$ cat src/rtl/wb_stage.sv
// rtl/wb_stage.sv - rv32imc writeback stage: dmem response wait, load alignment, regfile write, RVFI commit
// Optional performance counters are built when WB_PERF_CNT_EN is defined.

typedef struct packed {
  logic        valid;
  logic [63:0] order;
  logic [31:0] insn;
  logic [31:0] pc_rdata;
  logic [4:0]  rd_addr;
  logic [31:0] rd_wdata;
  logic [31:0] mem_addr;
  logic [31:0] mem_rdata;
} rvfi_t;

typedef struct packed {
  logic       mem_read;
  logic       mem_write;
  logic [2:0] funct3;
} mem_ctrl_t;

typedef struct packed {
  logic regf_we;
} wb_ctrl_t;

typedef struct packed {
  logic [4:0]  rd_addr;
  logic [31:0] alu_out;
  mem_ctrl_t   mem_ctrl;
  wb_ctrl_t    wb_ctrl;
  rvfi_t       rvfi;
} mem_stage_t;

module wb_stage #(
  parameter int unsigned RESP_TIMEOUT = 256,
  parameter int unsigned PERF_W       = 64
) (
  input  logic              clk,
  input  logic              rst_n,
  input  logic              mem_stall,
  input  mem_stage_t        mem_stage_reg,
  input  logic [31:0]       dmem_rdata,
  input  logic              dmem_resp,
  output logic              wb_busy,
  output logic              rf_we,
  output logic [4:0]        rf_waddr,
  output logic [31:0]       rf_wdata,
  output rvfi_t             wb_rvfi,
  output logic              timeout_err
`ifdef WB_PERF_CNT_EN
  ,
  output logic [PERF_W-1:0] perf_retired,
  output logic [PERF_W-1:0] perf_load_wait
`endif
);

  localparam logic [1:0] S_IDLE = 2'd0;
  localparam logic [1:0] S_WAIT = 2'd1;
  localparam logic [1:0] S_DONE = 2'd2;

  localparam int unsigned CNT_W = (RESP_TIMEOUT > 2) ? $clog2(RESP_TIMEOUT) : 1;
  localparam logic [CNT_W-1:0] CNT_LAST = (RESP_TIMEOUT > 0) ? CNT_W'(RESP_TIMEOUT - 1) : '0;

  localparam logic [2:0] F3_LB  = 3'b000;
  localparam logic [2:0] F3_LH  = 3'b001;
  localparam logic [2:0] F3_LBU = 3'b100;
  localparam logic [2:0] F3_LHU = 3'b101;

  logic [1:0]       state;
  logic [1:0]       state_nxt;
  logic             entry_new;
  logic [CNT_W-1:0] wait_cnt;
  logic             new_entry;
  logic             memop;
  logic             is_load;
  logic             commit;
  logic [1:0]       off;
  logic [7:0]       byte_sel;
  logic [15:0]      half_sel;
  logic [31:0]      load_data;
  rvfi_t            rvfi_nxt;

  // mem_stage_reg was reloaded at the last edge iff mem_stall was low there.
  assign new_entry = entry_new & mem_stage_reg.rvfi.valid;
  assign memop     = mem_stage_reg.mem_ctrl.mem_read | mem_stage_reg.mem_ctrl.mem_write;
  assign is_load   = mem_stage_reg.mem_ctrl.mem_read;

  always_comb begin
    state_nxt = state;
    commit    = 1'b0;
    wb_busy   = 1'b0;
    case (state)
      S_IDLE: begin
        if (new_entry) begin
          if (!memop || dmem_resp) begin
            commit    = 1'b1;
            state_nxt = mem_stall ? S_DONE : S_IDLE;
          end else begin
            wb_busy   = 1'b1;
            state_nxt = S_WAIT;
          end
        end
      end
      S_WAIT: begin
        wb_busy = !dmem_resp;
        if (dmem_resp) begin
          commit    = 1'b1;
          state_nxt = mem_stall ? S_DONE : S_IDLE;
        end
      end
      S_DONE: begin
        if (!mem_stall) begin
          state_nxt = S_IDLE;
        end
      end
      default: state_nxt = S_IDLE;
    endcase
  end

  assign off      = mem_stage_reg.alu_out[1:0];
  assign byte_sel = dmem_rdata[8*off +: 8];
  assign half_sel = off[1] ? dmem_rdata[31:16] : dmem_rdata[15:0];

  always_comb begin
    load_data = dmem_rdata;
    case (mem_stage_reg.mem_ctrl.funct3)
      F3_LB:   load_data = {{24{byte_sel[7]}}, byte_sel};
      F3_LH:   load_data = {{16{half_sel[15]}}, half_sel};
      F3_LBU:  load_data = {24'h0, byte_sel};
      F3_LHU:  load_data = {16'h0, half_sel};
      default: load_data = dmem_rdata;
    endcase
  end

  assign rf_we    = commit & mem_stage_reg.wb_ctrl.regf_we & (mem_stage_reg.rd_addr != 5'd0);
  assign rf_waddr = commit ? mem_stage_reg.rd_addr : 5'd0;
  assign rf_wdata = rf_we ? (is_load ? load_data : mem_stage_reg.alu_out) : 32'h0;

  always_comb begin
    rvfi_nxt           = mem_stage_reg.rvfi;
    rvfi_nxt.valid     = 1'b1;
    rvfi_nxt.rd_addr   = rf_we ? mem_stage_reg.rd_addr : 5'd0;
    rvfi_nxt.rd_wdata  = rf_wdata;
    rvfi_nxt.mem_rdata = is_load ? dmem_rdata : 32'h0;
  end

  always_ff @(posedge clk or negedge rst_n) begin
    if (!rst_n) begin
      state     <= S_IDLE;
      entry_new <= 1'b0;
      wb_rvfi   <= '0;
    end else begin
      state     <= state_nxt;
      entry_new <= !mem_stall;
      wb_rvfi   <= commit ? rvfi_nxt : '0;
    end
  end

  // Counter saturates at CNT_LAST; the error flag is sticky and never aborts the wait.
  always_ff @(posedge clk or negedge rst_n) begin
    if (!rst_n) begin
      wait_cnt    <= '0;
      timeout_err <= 1'b0;
    end else if (state == S_WAIT) begin
      if (RESP_TIMEOUT != 0 && wait_cnt == CNT_LAST) begin
        timeout_err <= 1'b1;
      end
      if (state_nxt != S_WAIT) begin
        wait_cnt <= '0;
      end else if (wait_cnt != CNT_LAST) begin
        wait_cnt <= wait_cnt + 1'b1;
      end
    end else begin
      wait_cnt <= '0;
    end
  end

`ifdef WB_PERF_CNT_EN
  always_ff @(posedge clk or negedge rst_n) begin
    if (!rst_n) begin
      perf_retired   <= '0;
      perf_load_wait <= '0;
    end else begin
      if (commit) begin
        perf_retired <= perf_retired + 1'b1;
      end
      if (state == S_WAIT && is_load) begin
        perf_load_wait <= perf_load_wait + 1'b1;
      end
    end
  end
`else
  logic [PERF_W-1:0] perf_unused;
  assign perf_unused = '0;
`endif

endmodule

$ cat config.mk
export PLATFORM = sky130hd
export DESIGN_NAME = wb_stage
export DESIGN_NICKNAME = d
export VERILOG_FILES = /design/src/rtl/wb_stage.sv
export SDC_FILE = /design/constraint.sdc
export NUM_CORES = 1
export LEC_CHECK = 0
export CAP_MARGIN = 0
export CELL_PAD_IN_SITES_DETAIL_PLACEMENT = 2
export CELL_PAD_IN_SITES_GLOBAL_PLACEMENT = 2
export CORE_AREA = 2 2 226 228
export CTS_CLUSTER_SIZE = 28
export DETAILED_ROUTE_END_ITERATION = 10
export DIE_AREA = 0 0 228 230
export PLACE_DENSITY = 0.74
export SLEW_MARGIN = 20
export SYNTH_ARGS = -nofsm -noshare
export SYNTH_HDL_FRONTEND = slang
export SYNTH_SLANG_ARGS = --single-unit
$ cat constraint.sdc
create_clock -name clk -period 4.38 [get_ports clk]
set_clock_uncertainty 0.1 [all_clocks]
set_input_delay 0.876 -clock clk [delete_from_list [all_inputs] [get_ports clk]]
set_output_delay 0.876 -clock clk [all_outputs]
set_load 0.02 [all_outputs]
Figure 1. Signal metal coverage by tile (run 1).
The die is cut into 23 by 23 equal tiles; dark blue is low, red is high, scaled to the fullest tile. Values are wire area over tile area, all layers added.
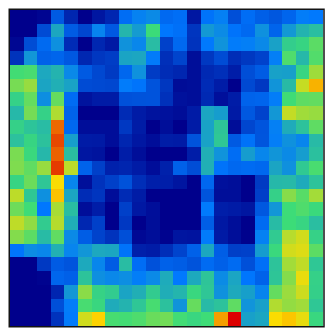
mean over tiles: 0.14
emptiest ninth of the die: centre
densest ninth of the die: south-east
fullest tile: 0.50
WL final: 43,180 um
total number of vias: 7,750
WL/cell: 22.20 um

Figure 2. PDN straps and rails (run 1).
Scale bar: 50 um. Pins as bars on the die edge. Tap cells in grey.
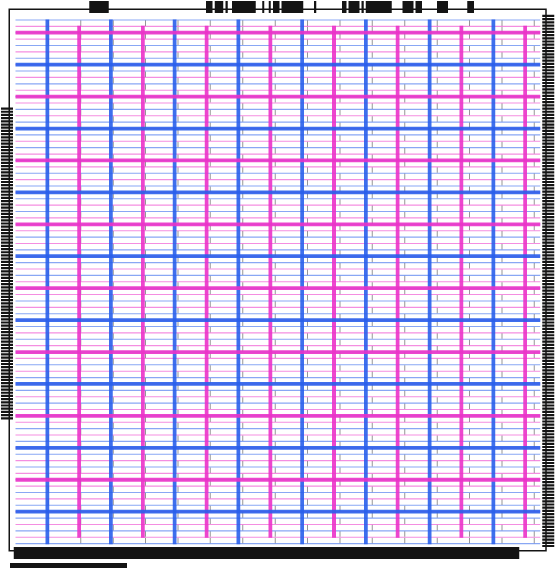
legend:
  blue:
    net: VSS
  magenta:
    net: VDD
rows: 82
signal pins: 579
tap cells: 672
core box area: 49,860 um^2
die y size: 230 um

Figure 3. Cell outlines without signal wires (run 1).
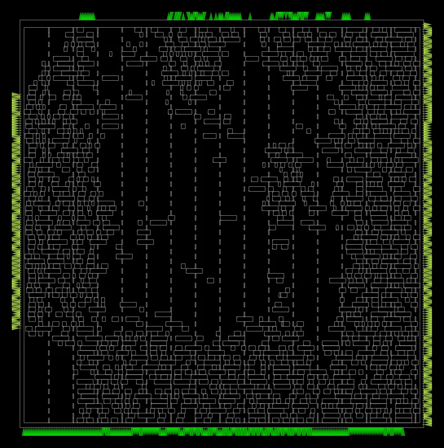
sequential cells: 242
FILL cells: 5,357

==> qor.txt, run 1 <==
WHS: 0.1772 ns
Area grow syn2layout: 79.13%
CP Cell Sequence: clkdlybuf4s50_1 -> nand2_1 -> a221oi_4 -> buf_12 -> nand3_4 -> buf_12 -> a211oi_1 -> clkdlybuf4s50_1
Met2 Use GR: 0.3007
Signal buf overhead: 0.3381
Setup violations, final: 0
Reg2Reg Setup Slack: 2.03 ns
Worst Setup SP: dmem_resp
Port-buffer cells: 509
Relative slew margins: 0.5670
Synth Seq Share: 0.6748
Total GRT Usage: 0.1621
Crit path to: rf_wdata[10]
Worst slack, placed: 0.03993 ns
Internal power: 0.004318 W
Clk pwr share: 0.445
RSZ-0062 raised after global routing: false
Synth Warn #: 0
EDFF count, synth: 0
Flop share of the area: 0.3767
Critical R2R Capture: wb_rvfi[158]
Startpoint Class: input pin
Non-clock buffers: 534
Synth Cell Area: 8974 um^2
Levels on crit path: 8
Synth Instances: 729
CTS Hold Bufs: 0
Clk power: 0.00260 W
Inserted Clock Buffers: 31
Mean number of vias per cell: 3.985
Maximum number of pins on one net before global-route repair: 160
Sequential power: 0.00236 W
# DRC: 0
Htree depth: 1
Bufs on Longest Clock Path: 3
Non-clock inverters: 7
Most Crowded Layer GR: met2
Crit Path Class: input pin to output pin
Crit path max-delay family: buffers and inverters
Fp util: 0.1800
Die Size: 52,440 um^2
Worst path required time: 3.40 ns
Tool Warnings: 98
Sw Share: 0.2604
Clock-cell share: 0.06375
RePlAce Congestion: 0.8654
Clk_buf instances: 42
# IOs: 579
Biggest regs: wb_rvfi: 230 flops, wait_cnt: 8 flops, state: 2 flops
Gr ovfl total: 0
Met1 Use GR: 0.1640
HP Class: input pin to asynchronous set/reset pin
WL met3: 4119 um
First-pass GRT wire length: 63,340 um
Ant. Diodes: 2
Distinct lib cells: 43
Worst slew pin tran: 0.6494 ns
Slowest CP cell: clkdlybuf4s50_1
Psw: 0.001520 W
Syn Area/Cell: 12.31 um^2
Top-area cell share: 0.6748
CP Data Arrival Time: 3.28 ns
Root Driver: clkbuf_16
Setup TNS: 0 ns
Final std cells w/o fill: 1,945
Post-CTS setup buffers: 0
Comb power frac: 0.152
Leakage: 7.291 nW
Worst Reg-to-Reg Cells: 6
Top cell type by total area after synthesis: dfrtp_1
Top cell category: sequential cells
Wire length on met2: 22,590 um
Final core utilization: 0.3224
Row cnt: 82
Hold Fails Final Rpt: 0
Met1 WL: 15,040 um
Tmin final: 4.252 ns
Iter 0 DRT Violations: 261
Length of the first detailed-routing pass in iterations: 4
Layout cells sized above 1: 0.07002
Outcome: complete, no violations
Post-layout period usage: 0.9708
Final net count: 1,559
Fin area: 16,070 um^2
Reg2reg start: state[0]
Seq cells post-synth: 242
Yosys stat area: 8974 um^2
Crit. End Element: output pin
# Taps: 672
Dominant combinational family: simple AND/OR/NAND/NOR gates
Post-DP HPWL: 33,110 um
Top reg by flops: wb_rvfi
Vias in the first global route: 8,981
Max-cap violation count: 0
Max incr delay on CP: 0.67 ns
Placed cell area: 15,000 um^2
And+or+nand+nor area frac: 0.1895
Mapped Nets: 1,039
Complex Gates by Area: 0.08728
FMAX: 0.2352 GHz
Setup slack after layout: 0.1279 ns
Top-count cell post-synth: dfrtp_1
Top power group: clock
Maximum vdd drop: 0.2921 mV
Ys cells: 729
Clock sink count: 242
Design Power: 0.005838 W
Buffers plus inverters on the worst setup path: 4
Top routing layer in use: met5
Reg power frac: 0.403
Adder-Cell Fraction of Synth Area: 0.001394
Antenna violations before repair: 4
CTS resizes: 0
Clock Latency Late Sink: 0.59 ns
XOR/XNOR Area Share: 0.002928
Fin. max-slew vios: 0
Top cells by area: dfrtp_1 67%, and2_1 14%, a21oi_1 2.7%, nand2_1 1.9%, a211oi_1 1.3%
Die X: 228 um
Placed cells: 1,888
Multiplexer share: 0.01687
Pwr dens: 363.2 nW/um^2
Comb area share: 0.1671
ANT nets after route: 0
Comb gate area: 2686 um^2
CTS clk-pin slew, worst paths: 0.06 ns
Most frequent cells in the layout: 489 x clkdlybuf4s50_1, 242 x dfrtp_1, 199 x and2_1
==> inputs of run 2 (changes only) <==
--- a/config.mk
+++ b/config.mk
@@ -17,3 +17,4 @@
 export SYNTH_ARGS = -nofsm -noshare
 export SYNTH_HDL_FRONTEND = slang
 export SYNTH_SLANG_ARGS = --single-unit
+export TNS_END_PERCENT = 30
Figure 4. PDN straps and rails (run 2).
Scale bar: 50 um. Pins as bars on the die edge. Tap cells in grey.
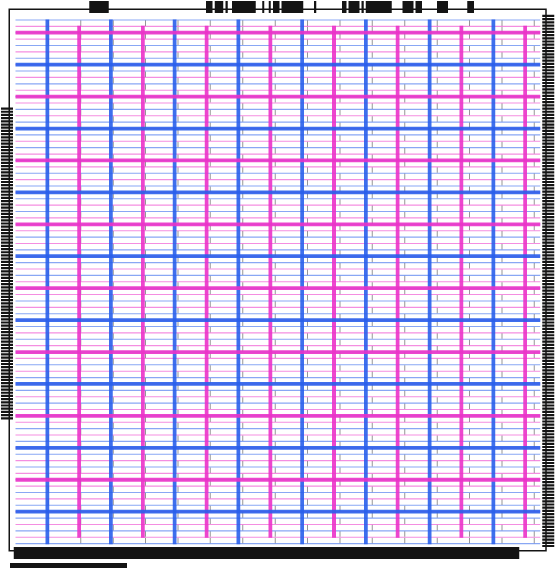
maximum vdd drop: 0.2921 mV
Die X: 228 um

==> run 2 against run 1 <==
Register-to-register slack about the same. Synthesized cell count stayed put. Combinational power is essentially flat. Maximum frequency unchanged. Count of clock-buffer cells in the layout unchanged. Via count unchanged. Critical path type unchanged. Sequential power barely moved. Non-clock buffer count unchanged. Final area did not move. Sequential cell count stayed put. Die size stayed put. Routed wire length unchanged. Critical endpoint unchanged. Highest routed layer unchanged.
==> qor.txt, run 2 <==
Comb area share: 0.1671 (unchanged)
Port-buffer cells: 509 (unchanged)
Row cnt: 82 (unchanged)
Htree depth: 1 (unchanged)
And+or+nand+nor area frac: 0.1895 (unchanged)
Fin. max-slew vios: 0 (unchanged)
Dominant combinational family: simple AND/OR/NAND/NOR gates
Antenna violations before repair: 4 (unchanged)
WL final: 43,180 um (unchanged)
Seq cells post-synth: 242 (unchanged)
Met2 Use GR: 0.3007 (unchanged)
Total GRT Usage: 0.1621 (unchanged)
CP Data Arrival Time: 3.28 ns (about the same)
Post-layout period usage: 0.9708 (unchanged)
Worst path required time: 3.40 ns (about the same)
Ys cells: 729 (unchanged)
Critical R2R Capture: wb_rvfi[158]
Reg2reg start: state[0]
CTS Hold Bufs: 0 (unchanged)
Psw: 0.001520 W (unchanged)
FILL cells: 5,357 (unchanged)
Most frequent cells in the layout: 489 x clkdlybuf4s50_1, 242 x dfrtp_1, 199 x and2_1
CP Cell Sequence: clkdlybuf4s50_1 -> nand2_1 -> a221oi_4 -> buf_12 -> nand3_4 -> buf_12 -> a211oi_1 -> clkdlybuf4s50_1
Syn Area/Cell: 12.31 um^2 (unchanged)
Iter 0 DRT Violations: 261 (unchanged)
Max incr delay on CP: 0.67 ns (about the same)
Final std cells w/o fill: 1,945 (unchanged)
Synth Cell Area: 8974 um^2 (unchanged)
# DRC: 0 (unchanged)
CTS resizes: 0 (unchanged)
XOR/XNOR Area Share: 0.002928 (unchanged)
Setup slack after layout: 0.1279 ns (unchanged)
Synth Warn #: 0 (unchanged)
Core box area: 49,860 um^2 (unchanged)
WL/cell: 22.20 um (unchanged)
RePlAce Congestion: 0.8654 (unchanged)
Setup TNS: 0 ns (unchanged)
Fp util: 0.1800 (unchanged)
Most Crowded Layer GR: met2
Outcome: complete, no violations
Synth Instances: 729 (unchanged)
WL met3: 4119 um (unchanged)
Length of the first detailed-routing pass in iterations: 4 (unchanged)
Reg2Reg Setup Slack: 2.03 ns (about the same)
Synth Seq Share: 0.6748 (unchanged)
Clk power: 0.00260 W (about the same)
Bufs on Longest Clock Path: 3 (unchanged)
Worst Reg-to-Reg Cells: 6 (unchanged)
Relative slew margins: 0.5670 (unchanged)
Buffers plus inverters on the worst setup path: 4 (unchanged)
Startpoint Class: input pin
Top-count cell post-synth: dfrtp_1
Leakage: 7.291 nW (unchanged)
Top routing layer in use: met5
Placed cell area: 15,000 um^2 (unchanged)
EDFF count, synth: 0 (unchanged)
Total number of vias: 7,750 (unchanged)
Worst Setup SP: dmem_resp
FMAX: 0.2352 GHz (unchanged)
Clock sink count: 242 (unchanged)
Gr ovfl total: 0 (unchanged)
Post-DP HPWL: 33,110 um (unchanged)
Clk pwr share: 0.445 (about the same)
Fin area: 16,070 um^2 (unchanged)
Max-cap violation count: 0 (unchanged)
WHS: 0.1772 ns (unchanged)
HP Class: input pin to asynchronous set/reset pin
Reg power frac: 0.403 (about the same)
Clock Latency Late Sink: 0.59 ns (about the same)
Die Size: 52,440 um^2 (unchanged)
Mapped Nets: 1,039 (unchanged)
Top cell type by total area after synthesis: dfrtp_1
Maximum number of pins on one net before global-route repair: 160 (unchanged)
Area grow syn2layout: 79.13% (unchanged)
Non-clock inverters: 7 (unchanged)
Power figures rest on the tool's default switching activity, not on a simulated workload.
